## src/rtl/vga_timing_gen.sv

```systemverilog
// Pixel-clock raster timing generator with four bring-up test patterns.
// All outputs are registered from the previous cycle's counters (latency 1).
module vga_timing_gen #(
  parameter int H_ACTIVE = 640,
  parameter int H_FP     = 16,
  parameter int H_SYNC   = 96,
  parameter int H_BP     = 48,
  parameter int V_ACTIVE = 480,
  parameter int V_FP     = 10,
  parameter int V_SYNC   = 2,
  parameter int V_BP     = 33,
  parameter bit SYNC_POL = 1'b0
) (
  input  logic        clk_1x,
  input  logic        sys_rst,
  input  logic        en,
  input  logic [1:0]  pat_sel,
  output logic [7:0]  rgb_red,
  output logic [7:0]  rgb_green,
  output logic [7:0]  rgb_blue,
  output logic        hsync,
  output logic        vsync,
  output logic        de,
  output logic [10:0] pix_x,
  output logic [10:0] pix_y,
  output logic        frame_start
);

  localparam int H_TOTAL = H_ACTIVE + H_FP + H_SYNC + H_BP;
  localparam int V_TOTAL = V_ACTIVE + V_FP + V_SYNC + V_BP;
  localparam int BAR_W   = H_ACTIVE / 8;

  localparam logic [10:0] H_LAST   = 11'(H_TOTAL - 1);
  localparam logic [10:0] V_LAST   = 11'(V_TOTAL - 1);
  localparam logic [10:0] H_ACT    = 11'(H_ACTIVE);
  localparam logic [10:0] V_ACT    = 11'(V_ACTIVE);
  localparam logic [10:0] HS_START = 11'(H_ACTIVE + H_FP);
  localparam logic [10:0] HS_END   = 11'(H_ACTIVE + H_FP + H_SYNC);
  localparam logic [10:0] VS_START = 11'(V_ACTIVE + V_FP);
  localparam logic [10:0] VS_END   = 11'(V_ACTIVE + V_FP + V_SYNC);

  logic [10:0] h_cnt;
  logic [10:0] v_cnt;
  logic [1:0]  pat_reg;
  logic [1:0]  pat_cur;
  logic        active;
  logic        h_sync_on;
  logic        v_sync_on;
  logic        frame_first;
  logic [7:1]  bar_ge;
  logic [2:0]  bar_idx;
  logic [7:0]  red_next;
  logic [7:0]  green_next;
  logic [7:0]  blue_next;

  // One comparator per bar boundary replaces a divide by BAR_W.
  for (genvar gi = 1; gi < 8; gi++) begin : g_bar
    assign bar_ge[gi] = (h_cnt >= 11'(gi * BAR_W));
  end

  always_comb begin
    bar_idx = 3'd0;
    for (int i = 1; i < 8; i++) begin
      if (bar_ge[i]) bar_idx = 3'(i);
    end
  end

  always_comb begin
    active      = (h_cnt < H_ACT) && (v_cnt < V_ACT);
    h_sync_on   = (h_cnt >= HS_START) && (h_cnt < HS_END);
    v_sync_on   = (v_cnt >= VS_START) && (v_cnt < VS_END);
    frame_first = (h_cnt == 11'd0) && (v_cnt == 11'd0);
    // The new selection must already drive pixel (0,0) of the frame it is latched for.
    pat_cur     = frame_first ? pat_sel : pat_reg;
  end

  always_comb begin
    red_next   = 8'h00;
    green_next = 8'h00;
    blue_next  = 8'h00;
    if (active) begin
      unique case (pat_cur)
        2'd0: begin
          // Bar colour bits map directly onto the bar index: R=~b1, G=~b2, B=~b0.
          red_next   = {8{~bar_idx[1]}};
          green_next = {8{~bar_idx[2]}};
          blue_next  = {8{~bar_idx[0]}};
        end
        2'd1: red_next = 8'hF8;
        2'd2: begin
          red_next   = h_cnt[7:0];
          green_next = h_cnt[7:0];
          blue_next  = h_cnt[7:0];
        end
        default: begin
          red_next   = {8{~(h_cnt[5] ^ v_cnt[5])}};
          green_next = {8{~(h_cnt[5] ^ v_cnt[5])}};
          blue_next  = {8{~(h_cnt[5] ^ v_cnt[5])}};
        end
      endcase
    end
  end

  always_ff @(posedge clk_1x or posedge sys_rst) begin
    if (sys_rst) begin
      h_cnt   <= 11'd0;
      v_cnt   <= 11'd0;
      pat_reg <= 2'd0;
    end else if (!en) begin
      h_cnt <= 11'd0;
      v_cnt <= 11'd0;
    end else begin
      if (frame_first) pat_reg <= pat_sel;
      if (h_cnt == H_LAST) begin
        h_cnt <= 11'd0;
        v_cnt <= (v_cnt == V_LAST) ? 11'd0 : v_cnt + 11'd1;
      end else begin
        h_cnt <= h_cnt + 11'd1;
      end
    end
  end

  always_ff @(posedge clk_1x or posedge sys_rst) begin
    if (sys_rst) begin
      de          <= 1'b0;
      hsync       <= ~SYNC_POL;
      vsync       <= ~SYNC_POL;
      pix_x       <= 11'd0;
      pix_y       <= 11'd0;
      frame_start <= 1'b0;
      rgb_red     <= 8'h00;
      rgb_green   <= 8'h00;
      rgb_blue    <= 8'h00;
    end else if (!en) begin
      de          <= 1'b0;
      hsync       <= ~SYNC_POL;
      vsync       <= ~SYNC_POL;
      pix_x       <= 11'd0;
      pix_y       <= 11'd0;
      frame_start <= 1'b0;
      rgb_red     <= 8'h00;
      rgb_green   <= 8'h00;
      rgb_blue    <= 8'h00;
    end else begin
      de          <= active;
      hsync       <= h_sync_on ? SYNC_POL : ~SYNC_POL;
      vsync       <= v_sync_on ? SYNC_POL : ~SYNC_POL;
      pix_x       <= active ? h_cnt : 11'd0;
      pix_y       <= active ? v_cnt : 11'd0;
      frame_start <= frame_first;
      rgb_red     <= red_next;
      rgb_green   <= green_next;
      rgb_blue    <= blue_next;
    end
  end

endmodule

```

## config.mk

```make
export PLATFORM = sky130hd
export DESIGN_NAME = vga_timing_gen
export DESIGN_NICKNAME = d
export VERILOG_FILES = /design/src/rtl/vga_timing_gen.sv
export SDC_FILE = /design/constraint.sdc
export NUM_CORES = 1
export LEC_CHECK = 0
export CORE_UTILIZATION = 57
export CTS_BUF_LIST = sky130_fd_sc_hd__clkbuf_16
export DETAILED_ROUTE_END_ITERATION = 10
export PLACE_DENSITY = 0.91
export SYNTH_ARGS = -nofsm -noshare
export SYNTH_HDL_FRONTEND = slang
export SYNTH_SLANG_ARGS = --single-unit
export TNS_END_PERCENT = 100
```

## constraint.sdc

```tcl
create_clock -name clk_1x -period 4 [get_ports clk_1x]
set_input_delay 0.8 -clock clk_1x [delete_from_list [all_inputs] [get_ports clk_1x]]
set_output_delay 0.8 -clock clk_1x [all_outputs]
set_load 0.005 [all_outputs]
```

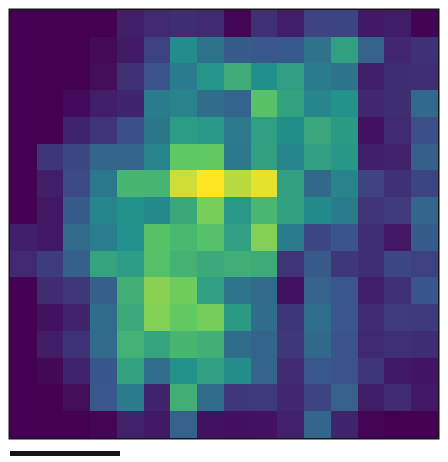
(images/route_heat.png)
The bar under the picture is 20 um long. The die is cut into 16 by 16 equal tiles; dark purple is low, yellow is high, scaled to the fullest tile. Values are wire area over tile area, all layers added.
- fullest tile: 0.65
- densest ninth of the die: centre
- mean over tiles: 0.19
- tiles over half the peak: 23%
via count: 2492
Avg WL per Cell: 16.5 um
gr usage total: 25.8%
Routed WL: 7090 um

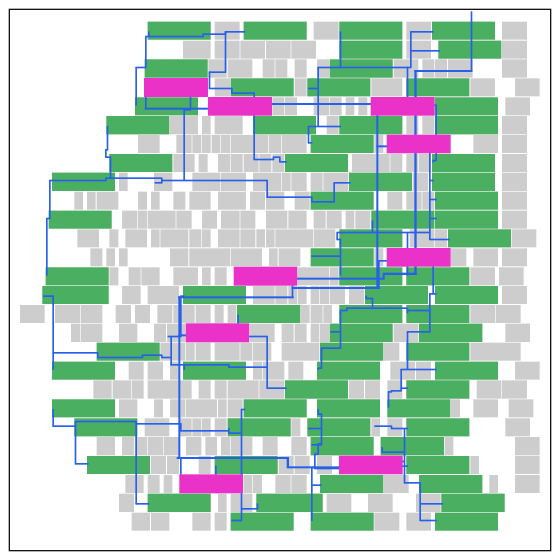
(images/clock_wires.png)
- clock-net drivers: magenta (count 9)
- clock wires: blue (length 780 um)
- flip-flops: green (count 74)
- routed clock nets: 10
- flops lie: spread over the die

==> reports/qor.yml <==
ff_latch_area_um2: 1850
io_buffers: 54
rsz0062_at_grt: "false"
grt_pass1_wl_um: 11700
grt_pass1_vias: 2405
dr.pass1.iters: 4
dpl.hpwl_um: 4690
clkTransAtPathRegs_ns: 0.06
synth_area_um2: 3270
insertion_delay_ns: 0.33
cts-root-buf: "clkbuf_16"
clkSinkCount: 74
tns_ns: 0
final.setup.worst_slack_ns: 1.12
yosys.area_share.xor_xnor_pct: 2.94
hold_class: "reg -> reg"
h-tree-depth: 3
path_cells: "inv_1, ha_1, nor4b_2, nand3_1, nor3_4, mux2_4, o21ai_2, a31oi_1"
met2_length_um: 3490
grt_antenna_before_repair: 0
layout.nonclk_buf_share_pct: 13.6
drive_above_1_share_pct: 9.78
routed-wl-met3_um: 479
synth-simple-area-share_pct: 20.3
chipArea_um2: 6050
layout_top_cells: "dfrtp_1 (72), clkdlybuf4s50_1 (54), nor2_1 (23), nand2_1 (23)"
die_w_um: 77.8
core_util_floorplan_pct: 59.5
inv_count: 8
cts_resized: 0
most_common_cell: "dfrtp_1"
fa_ha_area_share_pct: 1.53
outcome: "complete, no violations"
edf_count: 0
yosys_warnings: 0
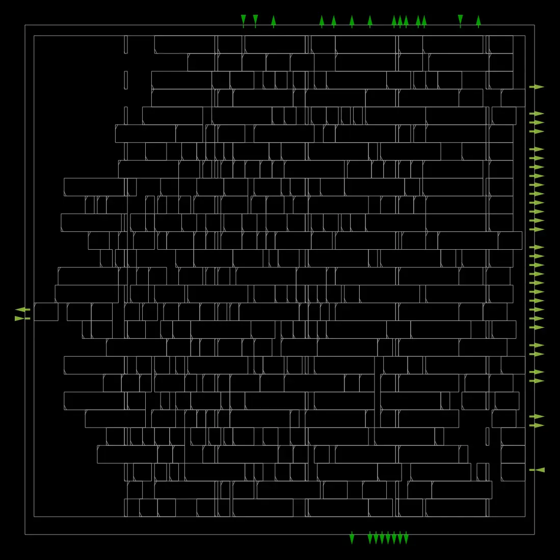
(images/placed.png)
row count: 27
Core Region: 5510 um2
Tap Count: 72
fraction of area in registers: 45.0%
Final Util: 74.8%

## path summary, 6_finish.rpt
kind / from / to / slack (ns) / cells past startpoint
worst max-delay path: h_cnt[0] / rgb_red[6] / 1.12 / 8
worst min-delay path: v_cnt[10] / vsync / 0.58 / 2
worst max register to register: h_cnt[0] / rgb_red[6] / 1.12 / 8
worst min register to register: v_cnt[10] / vsync / 0.58 / 2
max in group asynchronous: sys_rst / rgb_green[1] / 2.40 / 3
min in group asynchronous: sys_rst / v_cnt[7] / 0.95 / 2
## through the flow
step	hold WS [ns]	util, %
floorplan	0.494	-
CTS	0.572	74.8
detailed placement	0.558	70.1
finish	0.582	74.8
global placement	0.546	70.1
global route	0.613	74.8
